Sequential cells grouped by signal name:
Other sequential cells in the stronger gray, the rest of the logic in the fainter gray.
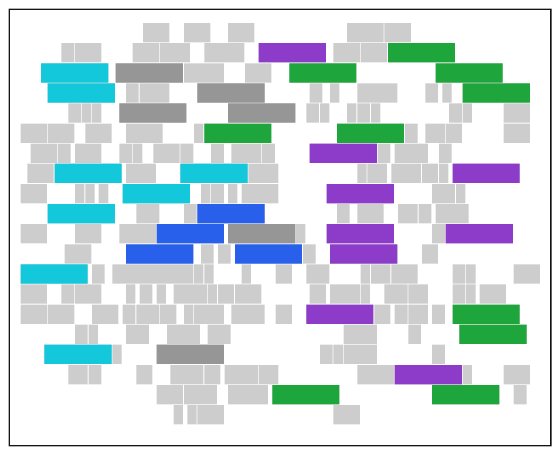
Wire density map:
Bar = 20 um. 15 x 12 tiles, from black (low) to pale yellow (high), scaled to the fullest tile. Values are wire area over tile area, all layers added.
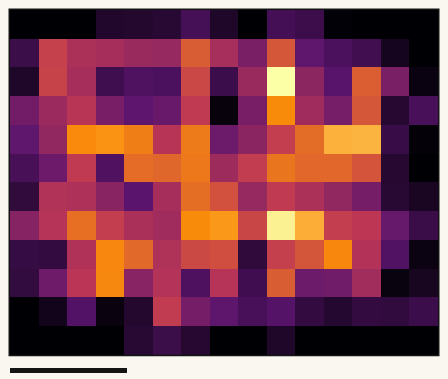
Signal wires by layer:
Bar = 20 um. Only two layers are drawn.
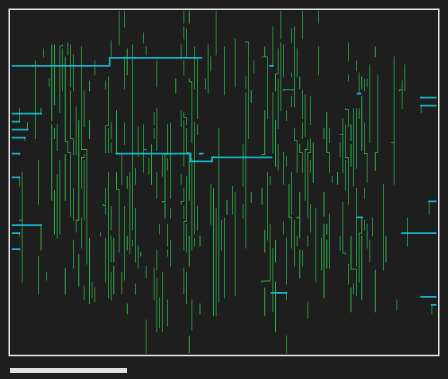
Placement view:
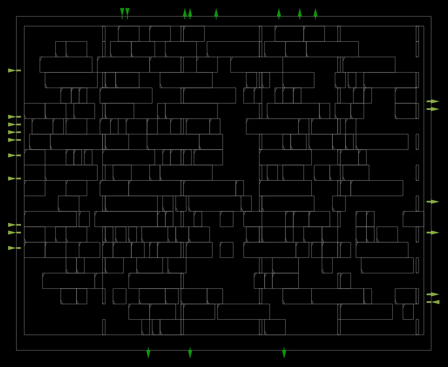
Placement by cell class:
Fill, decap, tap and diode cells in gray.
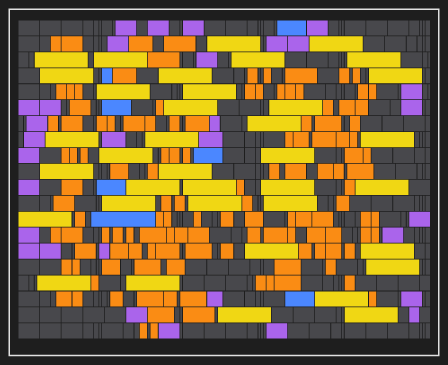
==> config.mk <==
export PLATFORM = sky130hd
export DESIGN_NAME = binary_to_bcd_flat
export DESIGN_NICKNAME = d
export VERILOG_FILES = /design/src/rtl/binary_to_bcd_if.sv /design/src/rtl/binary_to_bcd.sv /design/src/flat_wrapper.sv
export SDC_FILE = /design/constraint.sdc
export NUM_CORES = 1
export LEC_CHECK = 0
export CAP_MARGIN = 20
export CORE_ASPECT_RATIO = 0.8
export CORE_UTILIZATION = 45
export CTS_BUF_LIST = sky130_fd_sc_hd__clkbuf_4 sky130_fd_sc_hd__clkbuf_8
export DETAILED_ROUTE_END_ITERATION = 12
export GPL_TIMING_DRIVEN = 0
export PLACE_DENSITY = 0.68
export SYNTH_ARGS = -nofsm -noshare
export SYNTH_HDL_FRONTEND = slang
export SYNTH_SLANG_ARGS = --single-unit
==> constraint.sdc <==
create_clock -name clk -period 3.35 [get_ports clk]
set_clock_uncertainty 0.15 [all_clocks]
set_input_delay 0.67 -clock clk [delete_from_list [all_inputs] [get_ports clk]]
set_output_delay 0.67 -clock clk [all_outputs]
set_load 0.05 [all_outputs]
==> impl_metrics.tcl <==
# implementation run metrics
set metrics [dict create \
    top_level_port_count 27 \
    h-tree-depth 2 \
    clock_latency_ns 0.29 \
    synth_cell_type_count 36 \
    n_multi_input_combinational_cell 117 \
    nNonClkInverters 9 \
    design.die.area_um2 4300 \
    rsz0062_at_grt "false" \
    fill_cells 330 \
    worstPathArrival_ns 1.85 \
    detail_route.vias_per_cell 5.20 \
    postSynth.topFlopCell "sky130_fd_sc_hd__dfrtp_1" \
    synth_stat.cells 168 \
    r2r_cells 6 \
    leakage_nw 0.985 \
    ys_area_um2 1820 \
    fmax_mhz 375 \
    crit_path_required_time_ns 2.53 \
    critical-path-slowest-cell "sky130_fd_sc_hd__clkdlybuf4s50_1" \
    synthCells 168 \
    postLayoutSetupSlackWorst_ns 0.680 \
    net-switching-power_uw 962 \
    buffers_excl_clock 31 \
    timing.critical_path.max_delay_family "buffers and inverters" \
    largest_cell_class "registers" \
    post-synth-top-area-cell "sky130_fd_sc_hd__dfrtp_1" \
    gp_routability_congestion 0.824 \
    combinationalPower_mw 1.13 \
    largest_reg_flops 10 \
    share_of_synthesized_cell_area_in_and_or_and_or_and_compound_cells 0.144 \
    met2_length_mm 1.78 \
    ys_warn_count 0 \
    layout.clock_buffers 5 \
    switching_share 0.428 \
    post_synth_main_area_contributors "sky130_fd_sc_hd__dfrtp_1 (51%), sky130_fd_sc_hd__ha_1 (6.9%), sky130_fd_sc_hd__o21ai_0 (5.2%)" \
    die_width_um 73.0 \
    cellPowerDensity_nw_per_um2 1000 \
    cts_hold_buffers 0 \
    globalRoute.totalOverflow 0 \
    syn_area_per_cell_um2 10.8 \
    synth_sequential_area_ratio 0.510 \
    pwr-share-clk 0.166 \
    number_of_synthesized_flops_with_an_enable_pin 0 \
    worstPathMaxFanout 3 \
    worstMarginPinSlew_ns 0.822 \
    sequentialPowerShare 0.330 \
    powerClk_uw 372 \
    grt_pass1_wl_mm 6.09 \
    finalSetupViolations 0 \
    clkSinkCount 37 \
    grtUsageMet1 0.224 \
    finalWorstPathRequiredPeriod_ns 2.67 \
    yosysTopAreaCellShare 0.510 \
    ys_top_logic_family "AND-OR/OR-AND gates" \
    internal_power_mw 1.29 \
    layout_top_cell "sky130_fd_sc_hd__dfrtp_1" \
    grt_max_degree 38 \
    flow.area_growth_from_synthesis_pct 23.6 \
    status "finished, final reports clean" \
    adder_share 0.0689 \
    final.setup.tns_ns 0 \
    mux_share 0.103 \
    cpPeakStageDelay_ns 0.79 \
    regToRegSetupSlack_ns 1.49 \
    cts_tree "yes" \
    ys_sh_xor 0.00964 \
    worstHoldPathType "in -> async" \
    die-height_um 58.8 \
    met1_wire_length_mm 1.66 \
    n_antenna_cell 0 \
    finalHoldViolations 0 \
    tap-cell-count 55 \
    clk_pin_slew_worst_paths_ns 0.08 \
    startpoint_types "register" \
    vias_in_the_first_global_route 1376 \
    number_of_clock_buffers_inserted_by_tritoncts 5 \
    placed_cells_incl_taps 249 \
    cts.path.max_buffers 2 \
    timing.critical_path.to_type "output port" \
    postCtsResizedCells 0 \
]
-- 'sequential cells grouped by signal name' (at the start) --
| name in the netlist | color | placed flops |
|---|---|---|
| u_core.bus.BCD_digit | green | 10 |
| u_core.count_reg | blue | 4 |
| u_core.scratch_reg | purple | 9 |
| u_core.shift_reg | cyan | 8 |
seq pwr: 742 uW
sequential fraction of total cell area: 0.412
Final Util: 0.586
register area: 926 um2

-- 'wire density map' (at the start) --
tiles over half the peak: 27%
nearly empty tiles: 13%
mean over tiles: 0.13
fullest tile: 0.39
densest ninth of the die: center
routed wire length: 3.61 mm
post-detailed-route wirelength per cell: 14.1 um
routed vias: 1,332
GRT Overall Usage: 0.194

-- 'signal wires by layer' (at the start) --
| layer | color | wire length |
|---|---|---|
| M2 | green | 1,780 um |
| M3 | cyan | 101 um |

-- 'placement view' (at the start) --
core area: 3830 um2
post-route insts no fill: 256

-- 'placement by cell class' (at the start) --
| class | color | cells |
|---|---|---|
| remaining logic cells | orange | 126 |
| sequential cells | yellow | 37 |
| clock drivers and dummy loads | blue | 7 |
| remaining buffers and delay cells | purple | 31 |
cell area after layout: 2240 um2
number of placement rows: 20

No activity file was given, so power comes from the tool's default toggle rates.
